### src/rtl/grf_wb_ctrl_pkg.sv
// grf_wb_ctrl_pkg
// Shared definitions for the GRF write-port controller and the hazard unit:
// register-address width, the hard-wired zero register, the write-request
// record type and a helper that tells whether a destination really writes.
// No ports (package).
// Optional feature macro used by the files importing this package: WB_TRACE_EN.

package grf_wb_ctrl_pkg;

  localparam int REG_AW = 5;
  localparam logic [REG_AW-1:0] REG_ZERO = 5'd0;
  localparam int WB_DW = 32;

  typedef struct packed {
    logic [REG_AW-1:0] addr;
    logic [WB_DW-1:0]  data;
    logic [31:0]       pc;
  } wb_req_t;

  // Writes to $0 are architecturally discarded, so they never count as requests.
  function automatic logic isRealDest(input logic [REG_AW-1:0] addr);
    return addr != REG_ZERO;
  endfunction

endpackage

### src/rtl/grf_wb_ctrl_tag.sv
// wb_tag_fifo
// Reservation FIFO of long-latency destinations, in issue order.
// Ports:
//   clk, reset      - rising-edge clock, synchronous active-low reset
//   i_push          - push request (accepted when not full, or when popping)
//   i_push_addr     - destination register to reserve
//   i_push_pc       - PC of the issuing instruction (WB_TRACE_EN builds only)
//   i_pop           - pop request (ignored when empty)
//   o_full/o_empty  - occupancy flags
//   o_head_addr     - destination of the oldest entry
//   o_head_pc       - PC of the oldest entry (WB_TRACE_EN builds only)
//   o_valid/o_addr  - per-slot valid bit and address, for the pending decode
// Macro: WB_TRACE_EN adds PC storage alongside each address.

module wb_tag_fifo
  import grf_wb_ctrl_pkg::*;
#(
  parameter int DEPTH = 4
) (
  input  logic                          clk,
  input  logic                          reset,
  input  logic                          i_push,
  input  logic [REG_AW-1:0]             i_push_addr,
`ifdef WB_TRACE_EN
  input  logic [31:0]                   i_push_pc,
  output logic [31:0]                   o_head_pc,
`endif
  input  logic                          i_pop,
  output logic                          o_full,
  output logic                          o_empty,
  output logic [REG_AW-1:0]             o_head_addr,
  output logic [DEPTH-1:0]              o_valid,
  output logic [DEPTH-1:0][REG_AW-1:0]  o_addr
);

  localparam int AW = $clog2(DEPTH);

  logic [AW-1:0]                 r_wrPtr;
  logic [AW-1:0]                 r_rdPtr;
  logic [DEPTH-1:0]              r_valid;
  logic [DEPTH-1:0][REG_AW-1:0]  r_addr;
  logic                          w_doPop;
  logic                          w_doPush;

  // A full FIFO may still accept a push when the head leaves in the same cycle.
  assign w_doPop  = i_pop && !o_empty;
  assign w_doPush = i_push && (!o_full || w_doPop);

  // When full, push and pop hit the same slot; the set below wins over the clear.
  always_ff @(posedge clk) begin
    if (!reset) begin
      r_wrPtr <= '0;
      r_rdPtr <= '0;
      r_valid <= '0;
    end else begin
      if (w_doPop) begin
        r_valid[r_rdPtr] <= 1'b0;
        r_rdPtr          <= r_rdPtr + 1'b1;
      end
      if (w_doPush) begin
        r_valid[r_wrPtr] <= 1'b1;
        r_wrPtr          <= r_wrPtr + 1'b1;
      end
    end
  end

  always_ff @(posedge clk) begin
    if (w_doPush) begin
      r_addr[r_wrPtr] <= i_push_addr;
    end
  end

`ifdef WB_TRACE_EN
  logic [DEPTH-1:0][31:0] r_pc;

  always_ff @(posedge clk) begin
    if (w_doPush) begin
      r_pc[r_wrPtr] <= i_push_pc;
    end
  end

  assign o_head_pc = r_pc[r_rdPtr];
`endif

  assign o_full      = &r_valid;
  assign o_empty     = ~|r_valid;
  assign o_head_addr = r_addr[r_rdPtr];
  assign o_valid     = r_valid;
  assign o_addr      = r_addr;

endmodule

### src/rtl/grf_wb_ctrl.sv
// grf_wb_ctrl
// Sole driver of the GRF write port. Merges W-stage writebacks with in-order
// long-latency results, reserves destinations at issue and publishes a
// pending-register bitmap for the hazard unit.
// Ports:
//   clk, reset                       - rising-edge clock, synchronous active-low reset
//   w_we/w_addr/w_data/w_pc          - W-stage write request
//   lq_issue/lq_issue_addr/_pc       - long-latency issue, reserves a destination
//   lq_full                          - reservation FIFO holds DEPTH entries
//   lq_done_valid/lq_done_data       - oldest long-latency result offered
//   lq_done_ready                    - that result is accepted this cycle
//   grf_we/grf_a3/grf_wd             - registered GRF write port
//   pending                          - bit r set while r is reserved; bit 0 always 0
// Macro: WB_TRACE_EN registers the PC with each write and prints a trace line
// for every cycle with grf_we=1.

module grf_wb_ctrl
  import grf_wb_ctrl_pkg::*;
#(
  parameter int DEPTH = 4,
  parameter int DW    = 32
) (
  input  logic              clk,
  input  logic              reset,
  input  logic              w_we,
  input  logic [REG_AW-1:0] w_addr,
  input  logic [DW-1:0]     w_data,
  input  logic [31:0]       w_pc,
  input  logic              lq_issue,
  input  logic [REG_AW-1:0] lq_issue_addr,
  input  logic [31:0]       lq_issue_pc,
  output logic              lq_full,
  input  logic              lq_done_valid,
  input  logic [DW-1:0]     lq_done_data,
  output logic              lq_done_ready,
  output logic              grf_we,
  output logic [REG_AW-1:0] grf_a3,
  output logic [DW-1:0]     grf_wd,
  output logic [31:0]       pending
);

  logic                          w_wReq;
  logic                          w_issue;
  logic                          w_pop;
  logic                          w_empty;
  logic [REG_AW-1:0]             w_headAddr;
  logic [DEPTH-1:0]              w_entryValid;
  logic [DEPTH-1:0][REG_AW-1:0]  w_entryAddr;
  logic [31:0]                   w_pending;

  logic                          r_we;
  logic [REG_AW-1:0]             r_a3;
  logic [DW-1:0]                 r_wd;

  // A W-stage write to a real register always owns the port; $0 leaves it free.
  assign w_wReq  = w_we && isRealDest(w_addr);
  assign w_issue = lq_issue && isRealDest(lq_issue_addr);
  assign w_pop   = lq_done_valid && !w_empty && !w_wReq;

  assign lq_done_ready = w_pop;

`ifdef WB_TRACE_EN
  logic [31:0] w_headPc;
  logic [31:0] r_pc;
`endif

  wb_tag_fifo #(
    .DEPTH (DEPTH)
  ) u_tagFifo (
    .clk         (clk),
    .reset       (reset),
    .i_push      (w_issue),
    .i_push_addr (lq_issue_addr),
`ifdef WB_TRACE_EN
    .i_push_pc   (lq_issue_pc),
    .o_head_pc   (w_headPc),
`endif
    .i_pop       (w_pop),
    .o_full      (lq_full),
    .o_empty     (w_empty),
    .o_head_addr (w_headAddr),
    .o_valid     (w_entryValid),
    .o_addr      (w_entryAddr)
  );

  always_ff @(posedge clk) begin
    if (!reset) begin
      r_we <= 1'b0;
      r_a3 <= REG_ZERO;
      r_wd <= '0;
    end else if (w_wReq) begin
      r_we <= 1'b1;
      r_a3 <= w_addr;
      r_wd <= w_data;
    end else if (w_pop) begin
      r_we <= 1'b1;
      r_a3 <= w_headAddr;
      r_wd <= lq_done_data;
    end else begin
      r_we <= 1'b0;
      r_a3 <= REG_ZERO;
      r_wd <= '0;
    end
  end

  // Several entries may name the same register; any one of them keeps it pending.
  always_comb begin
    w_pending = '0;
    for (int i = 0; i < DEPTH; i++) begin
      if (w_entryValid[i]) begin
        w_pending[w_entryAddr[i]] = 1'b1;
      end
    end
    w_pending[0] = 1'b0;
  end

  assign grf_we  = r_we;
  assign grf_a3  = r_a3;
  assign grf_wd  = r_wd;
  assign pending = w_pending;

`ifdef WB_TRACE_EN
  always_ff @(posedge clk) begin
    if (!reset) begin
      r_pc <= '0;
    end else if (w_wReq) begin
      r_pc <= w_pc;
    end else if (w_pop) begin
      r_pc <= w_headPc;
    end else begin
      r_pc <= '0;
    end
  end

  always @(posedge clk) begin
    if (r_we) begin
      $display("%0t@%08h: $%d <= %08h", $time, r_pc, r_a3, r_wd);
    end
  end
`else
  // The PC inputs only feed the trace; fold them here so they are visibly unused.
  logic w_unused;
  assign w_unused = ^{w_pc, lq_issue_pc};
`endif

endmodule

### config.mk
export PLATFORM = sky130hd
export DESIGN_NAME = grf_wb_ctrl
export DESIGN_NICKNAME = d
export VERILOG_FILES = /design/src/rtl/grf_wb_ctrl_pkg.sv /design/src/rtl/grf_wb_ctrl_tag.sv /design/src/rtl/grf_wb_ctrl.sv
export SDC_FILE = /design/constraint.sdc
export NUM_CORES = 1
export LEC_CHECK = 0
export ABC_CLOCK_PERIOD_IN_PS = 5300
export CORE_UTILIZATION = 43
export CTS_BUF_LIST = sky130_fd_sc_hd__clkbuf_16
export DETAILED_ROUTE_END_ITERATION = 10
export GPL_TIMING_DRIVEN = 0
export HOLD_SLACK_MARGIN = 0.08
export PLACE_DENSITY = 0.94
export SLEW_MARGIN = 20
export SYNTH_ARGS = -nofsm -noshare
export SYNTH_HDL_FRONTEND = slang
export SYNTH_HIERARCHICAL = 1
export SYNTH_SLANG_ARGS = --single-unit
### constraint.sdc
create_clock -name clk -period 5.3 [get_ports clk]
set_input_delay 1.06 -clock clk [delete_from_list [all_inputs] [get_ports clk]]
set_output_delay 1.06 -clock clk [all_outputs]
set_load 0.1 [all_outputs]
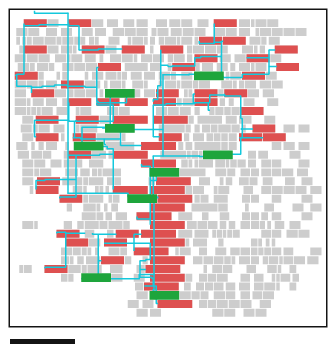
Fig. 1. Clock distribution (run 1).
Bar = 20 um.
[flip-flops] red | count: 66
[clock-net drivers] green | count: 9
[clock wires] cyan | length: 843 um
flops lie: widely spread

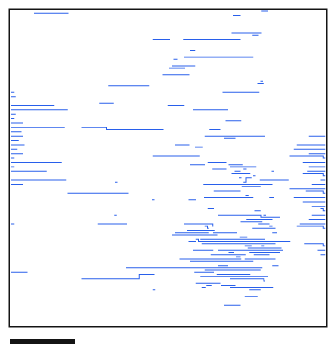
Fig. 2. Signal wires on met3 (run 1).
Bar = 20 um.
longest straight run: 41.9 um
share of all routed wire: 8.1%
wire length on this layer: 1,070 um
main direction: horizontal
GRT met3 Usage: 6.66%
via count: 4,122
Routed WL: 13,100 um

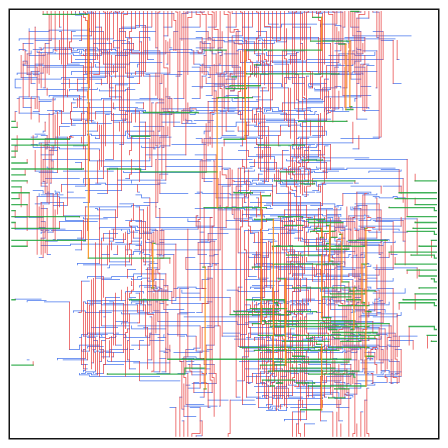
Fig. 3. Routed metal, one color a layer (run 1).
| layer | color | wire length |
|---|---|---|
| M2 | red | 6,590 um |
| M4 | orange | 365 um |
| M1 | blue | 5,120 um |
| M3 | green | 1,070 um |

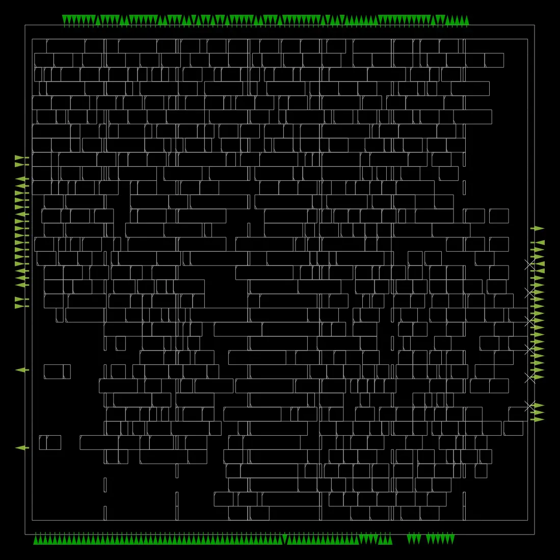
Fig. 4. Cell outlines without signal wires (run 1).
flip-flops: 66
# Taps: 108
# fillers: 658
Placement Rows: 34
Post-Layout Cell Count: 673

-- run 1: cells in the final DEF (no fill, tap or decap), types with 5 or more instances in the layout --
| cell type | n |
|---|---|
| a22oi_1 | 23 |
| a32oi_1 | 11 |
| and3_1 | 7 |
| and4b_1 | 7 |
| and4bb_2 | 6 |
| buf_6 | 5 |
| clkbuf_1 | 20 |
| clkbuf_16 | 10 |
| clkdlybuf4s50_1 | 147 |
| dfxtp_1 | 46 |
| edfxtp_1 | 20 |
| ha_1 | 8 |
| inv_1 | 9 |
| mux2i_1 | 32 |
| mux4_2 | 5 |
| nand2_1 | 46 |
| nand3_1 | 47 |
| nand4_1 | 7 |
| nor2_1 | 5 |
| nor2b_1 | 16 |
| o221ai_1 | 31 |
-- run 1: area by class of cell --
type                    instances  area (sq um)  area share (%)
plain buffers                  33           214            3.66
multi-input cells             294          2190            37.4
inverters                       9          33.8           0.578
well taps                     108           135            2.31
flip-flops and latches         66          1520            26.0
clock inverters                 6          37.5           0.642
clock buffers                  10           250            4.28
repair buffers                147          1470            25.2
-- run 1: per-stage QoR --
step | worst slack (ps) | hold slack [ps]
finish | 423 | 581
global route | 294 | 612
CTS | 416 | 596
detailed placement | 417 | 589
global placement | 411 | 533
floorplan | 1160 | 504
-- run 1: sequential cells by signal (all words and copies together), names as in the netlist --
name,count
grf_a3,5
u_tagFifo/r_rdPtr,2
u_tagFifo/o_addr,20
u_tagFifo/r_wrPtr,2
grf_we,1
u_tagFifo/o_valid,4
grf_wd,32
-- run 1: layer usage --
metal	global-route usage (%)	share of wire, %	vias to the layer above
met2	46.3	50	228
li1	-	-	1881
met1	32.2	39	1968
met5	0	0	-
met4	13.1	2.8	0
met3	6.66	8.1	45
==> results.tsv, run 1 <==
metric	value	unit
die-height	97.9	um
common_cells	47 x nand3_1, 46 x dfxtp_1, 46 x nand2_1	
holdPathEnd	u_tagFifo/r_wrPtr[1]$_SDFFE_PN0P_	
period_needed	4880	ps
utilization	66.4	%
worstSetupStartpoint	lq_done_valid	
rsz0062_at_grt	no	
combPwrFrac	27.5	%
period_used_share	92.0	%
top_power_group	registers	
crit_path_start_kind	input port	
drt_first_pass_iters	11	
synth_nets	553	
gp_congestion	0.899	
synth.top_cell.area_share	23.3	%
violations	design-rule violations	
grt_pass1_vias	4091	
antenna_left	0	
dp_cells	657	
fin_tns_setup	0	ps
setup_violations	0	
drc_errors	6	
worstSkewPairLatency	330	ps
powerSeq	0.582	mW
r2r_cells	9	
wl_per_cell	19.5	um
simple_gate_area_share	24.1	%
synthArstFlopShare	0	%
clk_pin_slew	50	ps
path_max_fanout	10	
ys_seq_share	38.5	%
ctsRootBufferMaster	clkbuf_16	
cts_setup_buffers	0	
endpoint	lq_done_ready	
netSwitchingPower	0.538	mW
critical_path_depth	6	
synth_xor_xnor_area_share	0.221	%
drtIter0Drc	309	
ios	215	
status	finished, violations left	
hold_viol	0	
critPathBufInv	4	
ff_type	dfxtp_1	
vias_per_cell	6.12	
post_dp_cell_area	5560	sq um
numSynthFlops	66	
critPathTopFamily	buffers and inverters	
p_int	1.04	mW
max_freq	0.205	GHz
r2r_end	u_tagFifo/o_addr[13]$_DFFE_PP_	
core	8810	sq um
syn_inst	402	
pwr-share-clk	35.7	%
die_x	97.9	um
htreeDepth	3	
combinationalPower	0.434	mW
post-route-cell-area	5850	sq um
die_area	9590	sq um
p_clk	0.564	mW
cp_slowest_stage_delay	1180	ps
clockBufferDepth	2	
hold_class	reg2reg	
syn_to_final_growth	47.9	%
leakagePower	2.16	nW
grt_max_degree	13	
skew	10.1	ps
timing.max_cap.violations	0	
dpl.hpwl	10200	um
grt-ovfl-total	0	
antenna_found_initial	0	
synth.comb.largest_family	simple AND/OR/NAND/NOR gates	
grt_pass1_wl	20400	um
hold_depth	2	
cp.required	4240	ps
warnings	96	
n_antenna_cell	0	
final_nets	711	
tightest_slew	1020	ps
rr_startpoint	u_tagFifo/o_valid[3]$_SDFF_PN0_	
Fig. 5: run 1, zoomed window
Region (29, 9) to (69, 49) um. Cells in gray, sequential cells in the stronger gray; small squares are vias.
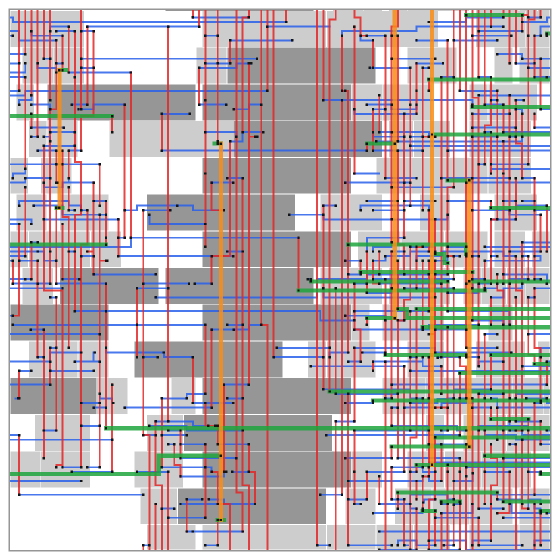

==> run 2: changes to the inputs <==
- CORE_MARGIN: default -> 2
- RECOVER_POWER: default -> 25
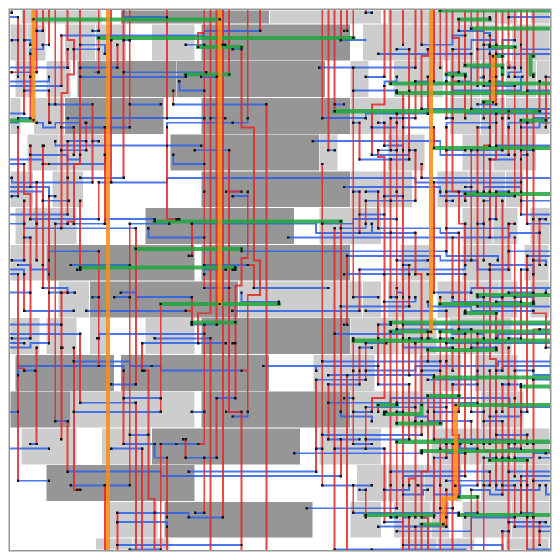
Fig. 6. Zoomed window (run 2).
Region (30, 10) to (70, 50) um. Cells in gray, sequential cells in the stronger gray; small squares are vias.
| layer | color |
|---|---|
| M4 | orange |
| M1 | blue |
| M2 | red |
| M3 | green |
sequential cells in the window: 19
cells with their middle in the window: 100
netlist names of flops here include: `u_tagFifo/o_addr` (15), `u_tagFifo/o_valid` (3)
most frequent: edfxtp_1 (15), nor2b_1 (10), o221ai_1 (7)

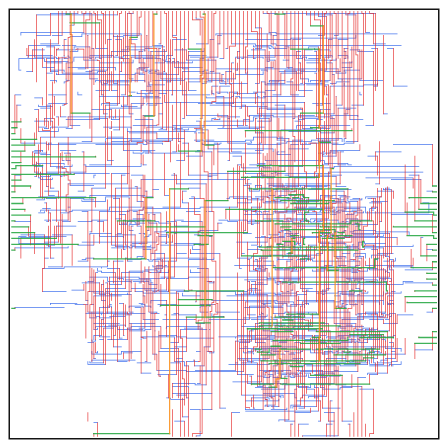
Fig. 7. Routed metal, one color a layer (run 2).
| layer | color | wire length |
|---|---|---|
| M3 | green | 1,040 um |
| M2 | red | 6,960 um |
| M1 | blue | 5,210 um |
| M4 | orange | 393 um |
via count: 4,141
DR WL/cell: 20.2 um
Routed WL: 13,600 um
Tot GR Track Use: 26.4%

==> run 2 against run 1 <==
Net effect:
- the run now ends clean
- die size grew 4.1%
- sequential power is essentially flat
- power grew 0.98%
- wire length grew 3.4%
- fmax shrank 3.2%
- final area shrank 0.64%
- synthesized cell count is the same
- non-clock buffer count is the same
- setup slack lost 160 ps
- core utilization shrank 0.43 points
==> results.tsv, run 2 <==
metric	value	unit
status	finished, final reports clean	
hold_viol	0	
vias_per_cell	6.15	
path_max_fanout	9	
period_needed	5040	ps
timing.max_cap.violations	0	
setup_violations	0	
utilization	66.0	%
topCellsByArea	dfxtp_1 23%, edfxtp_1 15%, mux2i_1 8.1%	
grt_max_degree	13	
syn_to_final_growth	46.9	%
gp_congestion	0.881	
syn_area	3960	sq um
tightest_slew	1030	ps
synthArstFlopShare	0	%
drc_errors	0	
wl_met2	6960	um
met1Wirelength	5210	um
post-route-cell-area	5810	sq um
antenna_left	0	
yosys_area	3960	sq um
cp.required	4240	ps
mostFrequentLayoutCells	141 x clkdlybuf4s50_1, 47 x nand3_1, 46 x nand2_1, 46 x dfxtp_1, 32 x mux2i_1	
rsz0062_at_grt	no	
mi_logic_area	2170	sq um
grt_pass1_vias	4216	
critPathBufInv	3	
synth_xor_xnor_area_share	0.221	%
die_x	99.9	um
antenna_found_initial	0	
highest_layer	met4	
synth_nets	553	
slew_headroom	31.1	%
syn_inst	402	
drt_first_pass_iters	5	
grt_pass1_wl	20800	um
fp_util	44.9	%
skew	9.33	ps
grt-ovfl-total	0	
core	8810	sq um
die_area	9980	sq um
final_layout_top_logic_cell	clkdlybuf4s50_1	
post_dp_cell_area	5560	sq um
ctsRootBufferMaster	clkbuf_16	
cts_setup_buffers	0	
common_cells	47 x nand3_1, 46 x dfxtp_1, 46 x nand2_1	
cp_slowest_stage_delay	1180	ps
place_ws	459	ps
ios	215	
fillers	687	
clk_pin_slew	50	ps
rows	34	
numSynthFlops	66	
dpl.hpwl	10300	um
leakagePower	2.14	nW
synth.comb.largest_family	simple AND/OR/NAND/NOR gates	
postLayoutSetupSlackWorst	264	ps
largest_reg_flops	32	
ys_cells	402	
hold_class	reg2reg	
crit_path_start_kind	input port	
ff_type	dfxtp_1	
clockBufferDepth	2	
period_used_share	95.0	%
simple_gate_area_share	24.1	%
fin_hold_ws	551	ps
critPathTopFamily	buffers and inverters	
max_freq	0.199	GHz
dr_wl_met3	1040	um
ys_seq_share	38.5	%
warnings	96	
drive_gt1_share	7.43	%
final_nets	711	
synth.top_cell.area_share	23.3	%
fin_tns_setup	0	ps
flop_area	1520	sq um
n_antenna_cell	0	
final_cells	673	
dp_cells	657	
htreeDepth	3	
drtIter0Drc	285	
die-height	99.9	um
worstSkewPairLatency	330	ps
[run 2: cell counts after synthesis]
Identical to the previous run, type by type.
[run 2: worst paths after layout]
check / startpoint / to / slack, ps / cells past startpoint
min: u_tagFifo/r_wrPtr[1]$_SDFFE_PN0P_ / u_tagFifo/r_wrPtr[1]$_SDFFE_PN0P_ / 550 / 2
min reg2reg: u_tagFifo/r_wrPtr[1]$_SDFFE_PN0P_ / u_tagFifo/r_wrPtr[1]$_SDFFE_PN0P_ / 550 / 2
max: w_addr[0] / lq_done_ready / 260 / 6
max reg2reg: u_tagFifo/o_valid[2]$_SDFF_PN0_ / u_tagFifo/o_addr[11]$_DFFE_PP_ / 2410 / 9
[run 2: area by class of cell]
type	count	share of cell area, %
clock buffer	9	3.88
tap	108	2.33
multi-input combinational	294	37.4
buffer	33	3.19
inverter	9	0.581
sequential	66	26.2
timing repair buffer	147	25.3
clock inverter	7	1.18
[run 2: per-layer routing]
layer	vias to the layer above	global-route usage, %
met3	39	5.71
met5	-	0
met2	228	45.7
met4	0	12.9
met1	1990	31.2
li1	1884	-
[run 2: kinds of logic after synthesis]
group / after synthesis
other cells: 1
simple gates: 165
flops: 66
fa+ha+maj: 8
buf+inv: 42
compound gates: 81
xor+xnor: 1
mux: 38
[run 2: worst register-to-register path, delay by kind of cell (launching register included)]
kind	cells	cell delay, ps
DFF	1	620
buffers and inverters	4	990
and+or+nand+nor	5	950
[run 2: where the power goes]
part / switching (mW) / internal (mW) / leakage (nW) / total [mW]
Combinational: 0.289 / 0.142 / 1.43 / 0.431
Clock: 0.220 / 0.363 / 0.145 / 0.583
Sequential: 0.0290 / 0.553 / 0.562 / 0.582
Power is estimated from default activity; no workload was simulated.
